===== config.mk =====
export PLATFORM = sky130hd
export DESIGN_NAME = vco_phase_quantizer
export DESIGN_NICKNAME = d
export VERILOG_FILES = /design/src/rtl/vco_phase_quantizer.sv
export SDC_FILE = /design/constraint.sdc
export NUM_CORES = 1
export LEC_CHECK = 0
export CORE_ASPECT_RATIO = 1.1
export CORE_MARGIN = 1.5
export CORE_UTILIZATION = 51
export DETAILED_ROUTE_END_ITERATION = 12
export PLACE_DENSITY_LB_ADDON = 0.08
export SYNTH_ARGS = -nofsm -noshare
export SYNTH_HDL_FRONTEND = slang
export SYNTH_SLANG_ARGS = --single-unit

===== constraint.sdc =====
create_clock -name clk -period 14.7 [get_ports clk]
set_input_delay 2.94 -clock clk [delete_from_list [all_inputs] [get_ports clk]]
set_output_delay 2.94 -clock clk [all_outputs]
set_load 0.01 [all_outputs]

===== src/rtl/vco_phase_quantizer.sv =====
// Ring-VCO phase quantizer: synchronises the 32 phase taps, decodes the ring position
// and accumulates the modulo-64 phase advance per clock over DEC_LEN-clock windows.
module vco_phase_quantizer #(
    parameter int DEC_LEN = 16,
    parameter int OUT_W   = 12
) (
    input  logic             clk,
    input  logic             rst_n,
    input  logic             en_qtz,
    input  logic [31:0]      out_vco_p,
    output logic [OUT_W-1:0] dout,
    output logic             dout_vld,
    output logic [5:0]       pos_q,
    output logic             bubble_err
);
    localparam int                CNT_W    = $clog2(DEC_LEN);
    localparam int                SUM_W    = OUT_W + 7;
    localparam logic [31:0]       ODD_MASK = 32'hAAAA_AAAA;
    localparam logic [CNT_W-1:0]  CNT_LAST = CNT_W'(DEC_LEN - 1);
    localparam logic [SUM_W-1:0]  ACC_MAX  = {7'd0, {OUT_W{1'b1}}};

    typedef enum logic [1:0] {IDLE, PRIME, RUN} state_t;
    state_t state, next_state;

    logic [31:0]      s1, s2, t, t_edges;
    logic [5:0]       ones, trans, dec, pos_prev, d;
    logic             valid;
    logic [1:0]       prime_cnt;
    logic [CNT_W-1:0] cnt;
    logic [OUT_W-1:0] acc, acc_next;
    logic [SUM_W-1:0] sum;
    logic             win_end;

    always_ff @(posedge clk or negedge rst_n) begin
        if (!rst_n) begin
            s1 <= '0;
            s2 <= '0;
        end else begin
            s1 <= out_vco_p;
            s2 <= s1;
        end
    end

    // Odd stages are inverting; flipping them yields a circular thermometer code.
    always_comb begin
        t       = s2 ^ ODD_MASK;
        t_edges = t ^ {t[0], t[31:1]};
        ones    = '0;
        trans   = '0;
        for (int unsigned i = 0; i < 32; i++) begin
            ones  = ones + 6'(t[i]);
            trans = trans + 6'(t_edges[i]);
        end
        valid = (trans == 6'd0) || (trans == 6'd2);
        dec   = t[31] ? (6'd32 + (6'd32 - ones)) : ones;
    end

    always_ff @(posedge clk or negedge rst_n) begin
        if (!rst_n) begin
            pos_q      <= '0;
            bubble_err <= 1'b0;
        end else begin
            if (valid)
                pos_q <= dec;
            if (!en_qtz)
                bubble_err <= 1'b0;
            else if (!valid)
                bubble_err <= 1'b1;
        end
    end

    // Plain 6-bit wrap gives the forward advance across the 63 -> 0 boundary.
    always_comb begin
        d        = pos_q - pos_prev;
        sum      = SUM_W'(acc) + SUM_W'(d);
        acc_next = (sum > ACC_MAX) ? '1 : sum[OUT_W-1:0];
    end

    always_ff @(posedge clk or negedge rst_n) begin
        if (!rst_n)
            state <= IDLE;
        else
            state <= next_state;
    end

    always_comb begin
        next_state = state;
        win_end    = 1'b0;
        case (state)
            IDLE:    if (en_qtz) next_state = PRIME;
            PRIME:   if (prime_cnt == 2'd2) next_state = RUN;
            RUN:     win_end = (cnt == CNT_LAST);
            default: next_state = IDLE;
        endcase
        if (!en_qtz)
            next_state = IDLE;
    end

    always_ff @(posedge clk or negedge rst_n) begin
        if (!rst_n) begin
            prime_cnt <= '0;
            cnt       <= '0;
            acc       <= '0;
            pos_prev  <= '0;
            dout      <= '0;
            dout_vld  <= 1'b0;
        end else if (!en_qtz) begin
            prime_cnt <= '0;
            cnt       <= '0;
            acc       <= '0;
            dout_vld  <= 1'b0;
        end else begin
            dout_vld <= 1'b0;
            case (state)
                IDLE: prime_cnt <= '0;
                PRIME: begin
                    // The last PRIME clock leaves pos_prev holding the window's reference position.
                    prime_cnt <= prime_cnt + 2'd1;
                    pos_prev  <= pos_q;
                    acc       <= '0;
                    cnt       <= '0;
                end
                RUN: begin
                    pos_prev <= pos_q;
                    if (win_end) begin
                        dout     <= acc_next;
                        dout_vld <= 1'b1;
                        acc      <= '0;
                        cnt      <= '0;
                    end else begin
                        acc <= acc_next;
                        cnt <= cnt + CNT_W'(1);
                    end
                end
                default: prime_cnt <= '0;
            endcase
        end
    end

endmodule


==> run_1/sizes.png <==
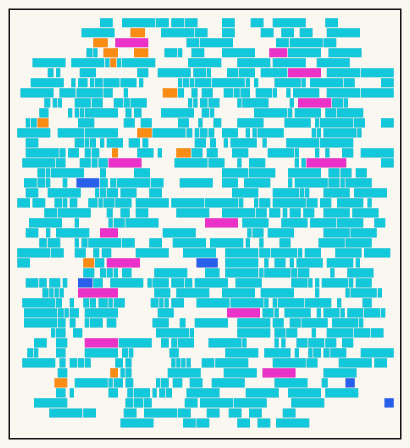
legend:
  _0 and _1 cells:
    color: cyan
    cells: 527
    most_used: dfrtp_1
  _6 and larger:
    color: magenta
    cells: 13
    most_used: clkbuf_16
  _3 and _4 cells:
    color: blue
    cells: 5
    most_used: buf_4
  _2 cells:
    color: orange
    cells: 13
    most_used: mux2_2
setup ws final: 8.904 ns
Syn-to-layout area delta: 16.93%
finished layout cell area: 0.006964 mm^2

==> run_1/detail.png <==
Window x 70 to 90, y 77 to 97 um. Cells in gray, sequential cells in the stronger gray; small squares are vias.
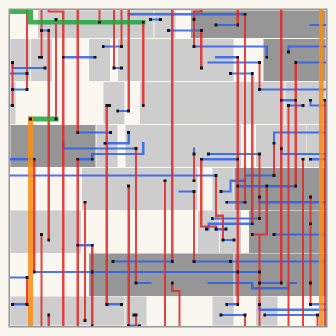
legend:
  metal 1:
    color: blue
  metal 3:
    color: green
  metal 2:
    color: red
  metal 4:
    color: orange
netlist names of flops here include: s2 (5), s1 (1)
most frequent: inv_1 (11), fa_1 (6), dfrtp_1 (6)
cells with their middle in the window: 26
sequential cells in the window: 6

==> run_1/placement.png <==
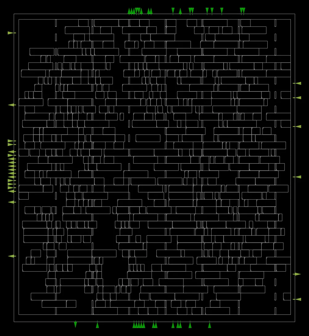
Seq area share: 39.53%
registers: 110
Tap Cells: 150
final-layout fill cell count: 928

==> impl_metrics.csv, run 1 <==
group,metric,value,unit
worst_setup_path,cp_cell_sequence,"xor2_1 > fa_1 > fa_1 > fa_1 > fa_1 > fa_1 > inv_1 > fa_1 > ha_1 > inv_1 > fa_1 > a2111oi_0 > a21oi_1 > nor3_4 > mux2_2",
yosys,common_cells,"110 x dfrtp_1, 77 x inv_1, 49 x fa_1, 35 x ha_1, 33 x xor2_1",
yosys,most_common_cell,"dfrtp_1",
final_layout,instances_no_fill,708,
clock_network,root_buffer,"clkbuf_16",
clock_network,cts_hold_buf,0,
worst_setup_path,cp_common_cell,"fa_1",
place,numPortBuffers,54,
grt,antenna_found_initial,0,
final_timing,rsz0062_at_grt,"false",
drt,wl_per_cell,16.34,um
die,die_area,0.01234,mm^2
final_timing,fin_crit_sh,39.43,%
yosys,syn_avg_cell_area,11.96,um^2
place,dpl.hpwl,9009,um
final_timing,min_period,5.796,ns
final_timing,hold_viol_final,0,
worst_setup_path,crit_end,"pos_q[2]",
worst_setup_path,reg2reg_to,"pos_q[2]",
worst_setup_path,path_buffers,2,
worst_setup_path,cp.required,14.94,ns
die,die_h,116.3,um
worst_setup_path,critPathTopFamily,"adder cells",
worst_setup_path,cpPeakStageDelay,0.55,ns
clock_network,cts.clk_slew.worst_paths,0.07,ns
clock_network,cts_buffers,9,
place,place_ws,8.881,ns
worst_setup_path,crit_type,"reg2reg",
final_timing,worst_slew_pin_slew,0.9645,ns
final_layout,drive_gt1_share,5.556,%
worst_setup_path,rr_worst_depth,15,
place,globalplace.congestion,0.8298,
drt,drt-initial-drc-count,143,
final_timing,holdWs,0.3485,ns
die,std_cell_rows,41,
worst_setup_path,critPathLaunchType,"flop",
drt,vias,3561,
worst_hold_path,hp-class,"reg2reg",
drt,antenna_left,0,
worst_setup_path,worstSetupPathDepth,15,
yosys,synthCells,498,
outcome,status,"finished, final reports clean",
final_timing,skew,0.007073,ns
run,warnings,32,
drt,finalWirelength,11570,um
yosys,yosys.cell_types.count,50,
grt,grt_pass1_vias,3808,
final_timing,setup_viol,0,
die,coreArea,0.01144,mm^2
final_layout,utilization,60.88,%
grt,overflow,0,
worst_hold_path,hold_depth,0,
drt,drcViolationCount,0,
yosys,ys_cells,498,
clock_network,cts_tree,"done",
final_layout,final_cell_mix,"110 x dfrtp_1, 77 x inv_1, 53 x clkdlybuf4s50_1, 49 x fa_1, 35 x ha_1",
yosys,yosys_area,0.005956,mm^2
worst_setup_path,path_max_fanout,10,
grt,grt_pass1_wl,19190,um
final_timing,fmax,172.5,MHz
yosys,synthArstFlopShare,100.0,%
yosys,ys_seq_share,46.22,%
yosys,edf_count,0,
worst_hold_path,hold_end,"s2[9]",
worst_hold_path,hp-start,"s1[9]",
final_timing,maxSlewHeadroom,35.70,%
yosys,top_area_cell,"dfrtp_1",
yosys,mux_area_share,1.996,%
yosys,synth_top_area_share,46.22,%
yosys,numSynthFlops,110,
final_layout,num_antenna_cells,0,
yosys,logic_family,"adder cells",
drt,vias_per_cell,5.030,
yosys,synthSimpleGateAreaFrac,7.101,%
run,maxCapViolations,0,
place,dp.cells,693,
final_timing,drv_slew,0,
yosys,fp_nets,617,
grt,grt_max_degree,77,
yosys,yosys_warnings,0,
grt,grtUsageTotal,21.01,%
die,fp-utilization,52.06,%
final_layout,reg.largest.list,"s1 (32), s2 (32)",
worst_setup_path,rr_startpoint,"s2[9]",
clock_network,post_cts_buffers,0,
worst_setup_path,r2r_slack,8.90,ns
worst_setup_path,cp-end-kind,"flop",
yosys,synth-main-ff-cell,"dfrtp_1",
final_timing,tns,0,ns
yosys,topCellsByArea,"dfrtp_1 46%, fa_1 16%, ha_1 7.4%, inv_1 4.9%, xor2_1 4.9%",
yosys,synth_area,0.005956,mm^2
clock_network,cts.sinks,110,
clock_network,h-tree-depth,3,
yosys,synthAdderAreaFrac,23.82,%
final_layout,fin_nets,673,
final_layout,mostFrequentLayoutCell,"dfrtp_1",
clock_network,clk_latency,0.35,ns
==> run 1: final cells by class <==
| type | instances | area (um^2) |
|---|---|---|
| tap | 150 | 187.7 |
| timing repair buffer | 55 | 545.5 |
| sequential | 110 | 2753 |
| inverter | 77 | 289.0 |
| fill | 928 | 4476 |
| clock inverter | 4 | 70.07 |
| clock buffer | 11 | 252.7 |
| multi-input combinational | 301 | 2867 |
==> run 1: routing by layer <==
metal | GRT usage (%) | wire [um] | up-vias
met5 | 0 | 0 | -
met4 | 8.829 | 269 | 0
met3 | 5.525 | 503 | 18
met2 | 37.27 | 6071 | 52
met1 | 24.37 | 4721 | 1782
li1 | - | - | 1709
==> run_1/io_placement.png <==
Scale bar: 20 um. Pins as bars across the die edge, other pins in gray.
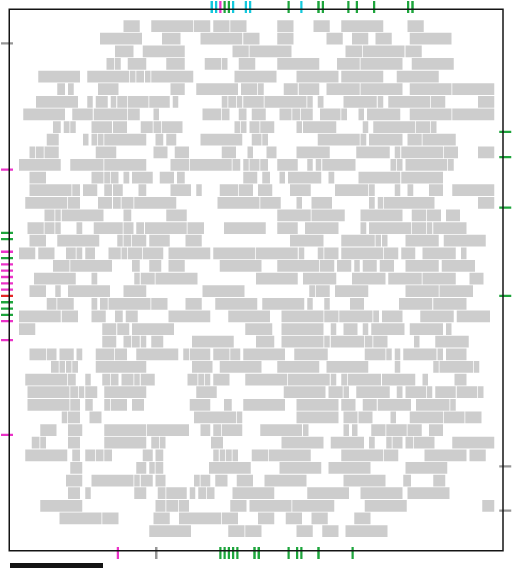

==> run 2: changes to the inputs <==
==> constraint.sdc (replaced) <==
create_clock -name clk -period 5.2 [get_ports clk]
set_input_delay 1.04 -clock clk [delete_from_list [all_inputs] [get_ports clk]]
set_output_delay 1.04 -clock clk [all_outputs]
set_load 0.01 [all_outputs]
==> run_2/io_placement.png <==
Scale bar: 20 um. Pins as bars across the die edge, other pins in gray.
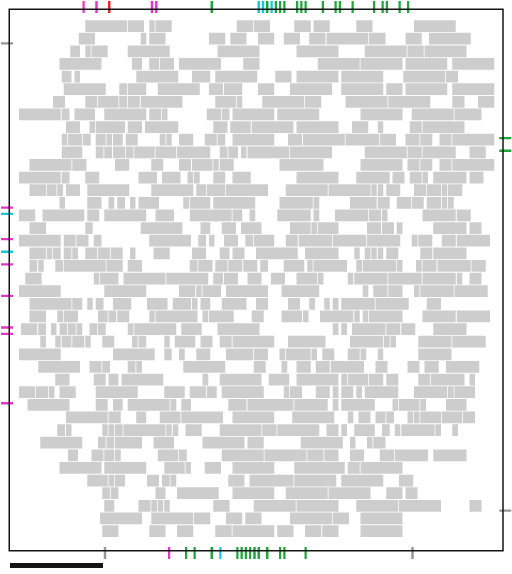
legend:
  dout_vld:
    color: red
    pins: 1
    direction: output
    edge: top
  pos_q:
    color: cyan
    pins: 6
    direction: output
    edge: 3 top, 2 left, 1 bottom
  out_vco_p:
    color: green
    pins: 32
    direction: input
    edge: 17 top, 13 bottom, 2 right
  dout:
    color: magenta
    pins: 12
    direction: output
    edge: 7 left, 4 top, 1 bottom
all pins by edge: 25 top, 17 bottom, 10 left, 3 right
die extent in y: 116.3 um
die width: 106.0 um

==> impl_metrics.csv, run 2 <==
group,metric,value,unit
outcome,status,"complete, but fails checks",
outcome,violations,"negative setup slack",
yosys,numSynthFlops,110,
final_layout,utilization,64.29,%
final_layout,drive_gt1_share,15.03,%
clock_network,clk_latency,0.35,ns
final_timing,drv_slew,0,
final_timing,min_period,5.344,ns
worst_setup_path,cpPeakStageDelay,0.58,ns
drt,dr.max_layer_used,"met4",
final_timing,holdWs,0.3447,ns
worst_hold_path,hold_end,"s2[16]",
die,fp-utilization,52.06,%
die,coreArea,0.01144,mm^2
clock_network,cts_buffers,9,
place,place_ws,-0.2204,ns
place,dpl.hpwl,9220,um
yosys,ys_cells,498,
final_layout,fillers,882,
clock_network,h-tree-depth,3,
worst_setup_path,critPathLaunchType,"flop",
worst_setup_path,crit_type,"reg2reg",
worst_setup_path,worstSetupPathDepth,15,
worst_hold_path,hp-class,"reg2reg",
worst_setup_path,path_buffers,2,
final_timing,maxSlewHeadroom,40.65,%
worst_setup_path,crit_end,"pos_q[2]",
yosys,mux_area_share,1.996,%
yosys,yosys_warnings,0,
yosys,synthSimpleGateAreaFrac,7.101,%
drt,met3_length,266,um
place,numPortBuffers,54,
place,dp.cells,728,
clock_network,cts.sinks,110,
yosys,synthAdderAreaFrac,23.82,%
yosys,synth-main-ff-cell,"dfrtp_1",
worst_hold_path,hold_depth,0,
yosys,ys_seq_share,46.22,%
worst_setup_path,cp.required,5.44,ns
worst_setup_path,cp_common_cell,"fa_1",
yosys,fp_nets,617,
drt,vias,3711,
drt,antenna_left,0,
yosys,common_cells,"110 x dfrtp_1, 77 x inv_1, 49 x fa_1, 35 x ha_1, 33 x xor2_1",
die,std_cell_rows,41,
final_layout,mostFrequentLayoutCell,"dfrtp_1",
grt,overflow,0,
place,globalplace.congestion,0.8704,
grt,grt_pass1_wl,19640,um
drt,finalWirelength,11730,um
worst_setup_path,rr_startpoint,"s2[27]",
drt,vias_per_cell,4.955,
grt,grt_pass1_vias,3990,
final_timing,worst_slew_pin_slew,0.8884,ns
final_layout,reg.largest.list,"s1 (32), s2 (32)",
grt,grtUsageTotal,21.14,%
final_layout,area_growth,23.49,%
final_timing,fmax,187.1,MHz
clock_network,post_cts_buffers,3,
worst_setup_path,cp-end-kind,"flop",
final_timing,tns,-0.7028,ns
run,maxCapViolations,0,
final_timing,rsz0062_at_grt,"true",
final_timing,hold_viol_final,0,
clock_network,root_buffer,"clkbuf_16",
clock_network,cts_tree,"done",
clock_network,cts.clk_slew.worst_paths,0.08,ns
drt,drcViolationCount,0,
yosys,most_common_cell,"dfrtp_1",
final_timing,setup_viol,7,
grt,grt_max_degree,65,
final_layout,num_antenna_cells,0,
worst_setup_path,slowest_stage,"fa_1",
yosys,yosys.cell_types.count,50,
worst_setup_path,cp_cell_sequence,"xor2_1 > fa_1 > fa_1 > fa_1 > fa_1 > fa_1 > inv_2 > fa_1 > ha_2 > inv_2 > fa_2 > a2111oi_4 > a21oi_2 > nor3_4 > mux2_4",
final_layout,fin_area,0.007355,mm^2
yosys,yosys_area,0.005956,mm^2
worst_setup_path,rr_worst_depth,15,
final_layout,instances_no_fill,749,
yosys,synth_area,0.005956,mm^2
grt,antenna_found_initial,0,
final_timing,fin_crit_sh,102.8,%
yosys,edf_count,0,
die,die_area,0.01234,mm^2
clock_network,cts_hold_buf,0,
yosys,top_area_cell,"dfrtp_1",
worst_setup_path,reg2reg_to,"pos_q[2]",
yosys,synth_top_area_share,46.22,%
final_layout,fin_nets,713,
worst_setup_path,r2r_slack,-0.14,ns
drt,met1_length,4730,um
worst_setup_path,critPathTopFamily,"adder cells",
final_layout,final_cell_mix,"108 x dfrtp_1, 75 x inv_1, 53 x clkdlybuf4s50_1, 47 x fa_1, 41 x buf_4",
yosys,topCellsByArea,"dfrtp_1 46%, fa_1 16%, ha_1 7.4%, inv_1 4.9%, xor2_1 4.9%",
yosys,syn_avg_cell_area,11.96,um^2
worst_setup_path,path_max_fanout,4,
worst_hold_path,hp-start,"s1[16]",
final_timing,fin_ws,-0.1439,ns
[run 2: cell counts after synthesis]
No cell type changed its count.
[run 2: routing by layer]
metal  global-route usage [%]  up-vias
met5                        0        -
met4                    6.667        0
met3                    4.297       10
met2                    39.18       38
met1                    24.83     1877
li1                         -     1786
[run 2: cell type report]
cell class / count / area, um^2 / area share, %
multi-input cells: 301 / 2950 / 40.12
flip-flops and latches: 110 / 2755 / 37.46
repair buffers: 95 / 849.6 / 11.55
inverters: 77 / 289.0 / 3.930
clock buffers: 9 / 225.2 / 3.062
well taps: 150 / 187.7 / 2.552
clock inverters: 7 / 97.59 / 1.327
==> run_2/sizes.png <==
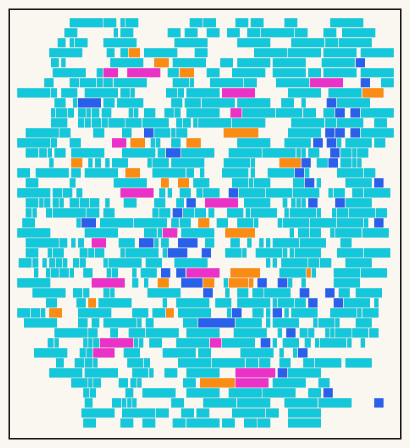

==> run 3: changes to the inputs <==
--- a/config.mk
+++ b/config.mk
@@ -7,9 +7,10 @@
 export LEC_CHECK = 0
 export CORE_ASPECT_RATIO = 1.1
 export CORE_MARGIN = 1.5
-export CORE_UTILIZATION = 51
+export CORE_UTILIZATION = 52
 export DETAILED_ROUTE_END_ITERATION = 12
 export PLACE_DENSITY_LB_ADDON = 0.08
+export SLEW_MARGIN = 5
 export SYNTH_ARGS = -nofsm -noshare
 export SYNTH_HDL_FRONTEND = slang
 export SYNTH_SLANG_ARGS = --single-unit
==> run_3/sizes.png <==
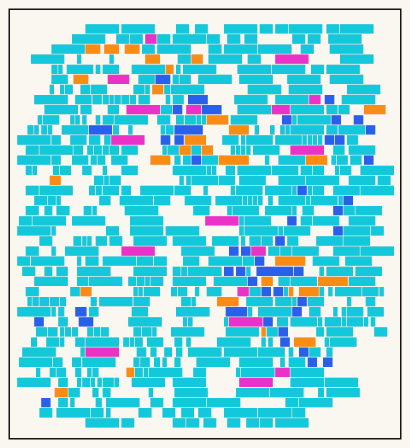
legend:
  _2 cells:
    color: orange
    cells: 29
  _3 and _4 cells:
    color: blue
    cells: 46
    most_used: buf_4
  _6 and larger:
    color: magenta
    cells: 17
    most_used: clkbuf_16
  _0 and _1 cells:
    color: cyan
    cells: 505
    most_used: dfrtp_1
finished layout cell area: 0.007358 mm^2
Syn-to-layout area delta: 23.55%
Non-clk bufs: 93
setup ws final: -0.1059 ns

==> impl_metrics.csv, run 3 <==
group,metric,value,unit
final_layout,nClkBuffers,11,
yosys,numSynthFlops,110,
yosys,logic_family,"adder cells",
run,warnings,35,
die,taps,147,
grt,grt_use_met1,26.93,%
clock_network,h-tree-depth,3,
drt,vias,3732,
worst_setup_path,critPathTopFamily,"adder cells",
outcome,violations,"negative setup slack",
final_layout,drive_gt1_share,15.41,%
yosys,most_common_cell,"dfrtp_1",
final_timing,min_period,5.306,ns
grt,busiest_layer,"met2",
final_timing,hold_viol_final,0,
grt,grt_max_degree,81,
drt,drcViolationCount,0,
worst_setup_path,cp_common_cell,"fa_1",
final_timing,drv_slew,0,
yosys,synthCells,498,
clock_network,cts_hold_buf,0,
grt,antenna_found_initial,0,
yosys,yosys_area,0.005956,mm^2
yosys,synth_top_area_share,46.22,%
worst_hold_path,hp-class,"reg2reg",
final_layout,instances_no_fill,744,
final_layout,top_area_cell_class,"logic gates",
final_layout,sh_seq_area,37.41,%
outcome,status,"complete, but fails checks",
final_timing,maxSlewHeadroom,33.31,%
die,coreArea,0.01106,mm^2
final_layout,fillers,823,
drt,drt-initial-drc-count,167,
final_timing,fmax,188.5,MHz
yosys,yosys_warnings,0,
run,maxCapViolations,0,
die,die_area,0.01211,mm^2
final_timing,fin_ws,-0.1059,ns
final_layout,final-clk-cell-share,3.996,%
clock_network,cts_buffers,9,
drt,wl_per_cell,16.06,um
drt,finalWirelength,11950,um
clock_network,clk_latency,0.35,ns
yosys,top_area_cell,"dfrtp_1",
worst_setup_path,cp.required,5.44,ns
yosys,common_cells,"110 x dfrtp_1, 77 x inv_1, 49 x fa_1, 35 x ha_1, 33 x xor2_1",
final_layout,mostFrequentLayoutCell,"dfrtp_1",
final_layout,comb_share,40.72,%
worst_setup_path,crit_type,"reg2reg",
final_timing,setup_viol,5,
yosys,mux_area_share,1.996,%
final_layout,ff_latch_area,0.002753,mm^2
worst_setup_path,cp_cell_sequence,"buf_6 > xor2_2 > fa_1 > fa_1 > fa_1 > fa_1 > fa_1 > inv_1 > fa_1 > ha_2 > inv_2 > fa_2 > a2111oi_4 > a21oi_2 > nor3_4 > buf_6 > mux2_4",
final_layout,utilization,66.53,%
clock_network,cts.clk_slew.worst_paths,0.07,ns
grt,grt_pass1_wl,19900,um
worst_setup_path,reg2reg_to,"pos_q[2]",
final_layout,num-nonclk-inverters,77,
yosys,syn_avg_cell_area,11.96,um^2
final_layout,n_sequential_cell,110,
place,dpl.hpwl,9198,um
[run 3: cell counts after synthesis]
No cell type changed its count.
[run 3: worst register-to-register path, stage by stage (launching register included)]
cell       delay (ns)
dfrtp_1          0.39
buf_6            0.13
xor2_2           0.17
fa_1             0.56
fa_1             0.45
fa_1             0.52
fa_1             0.45
fa_1             0.50
inv_1            0.05
fa_1             0.48
ha_2             0.19
inv_2            0.04
fa_2             0.38
a2111oi_4        0.21
a21oi_2          0.09
nor3_4           0.14
buf_6            0.15
mux2_4           0.29
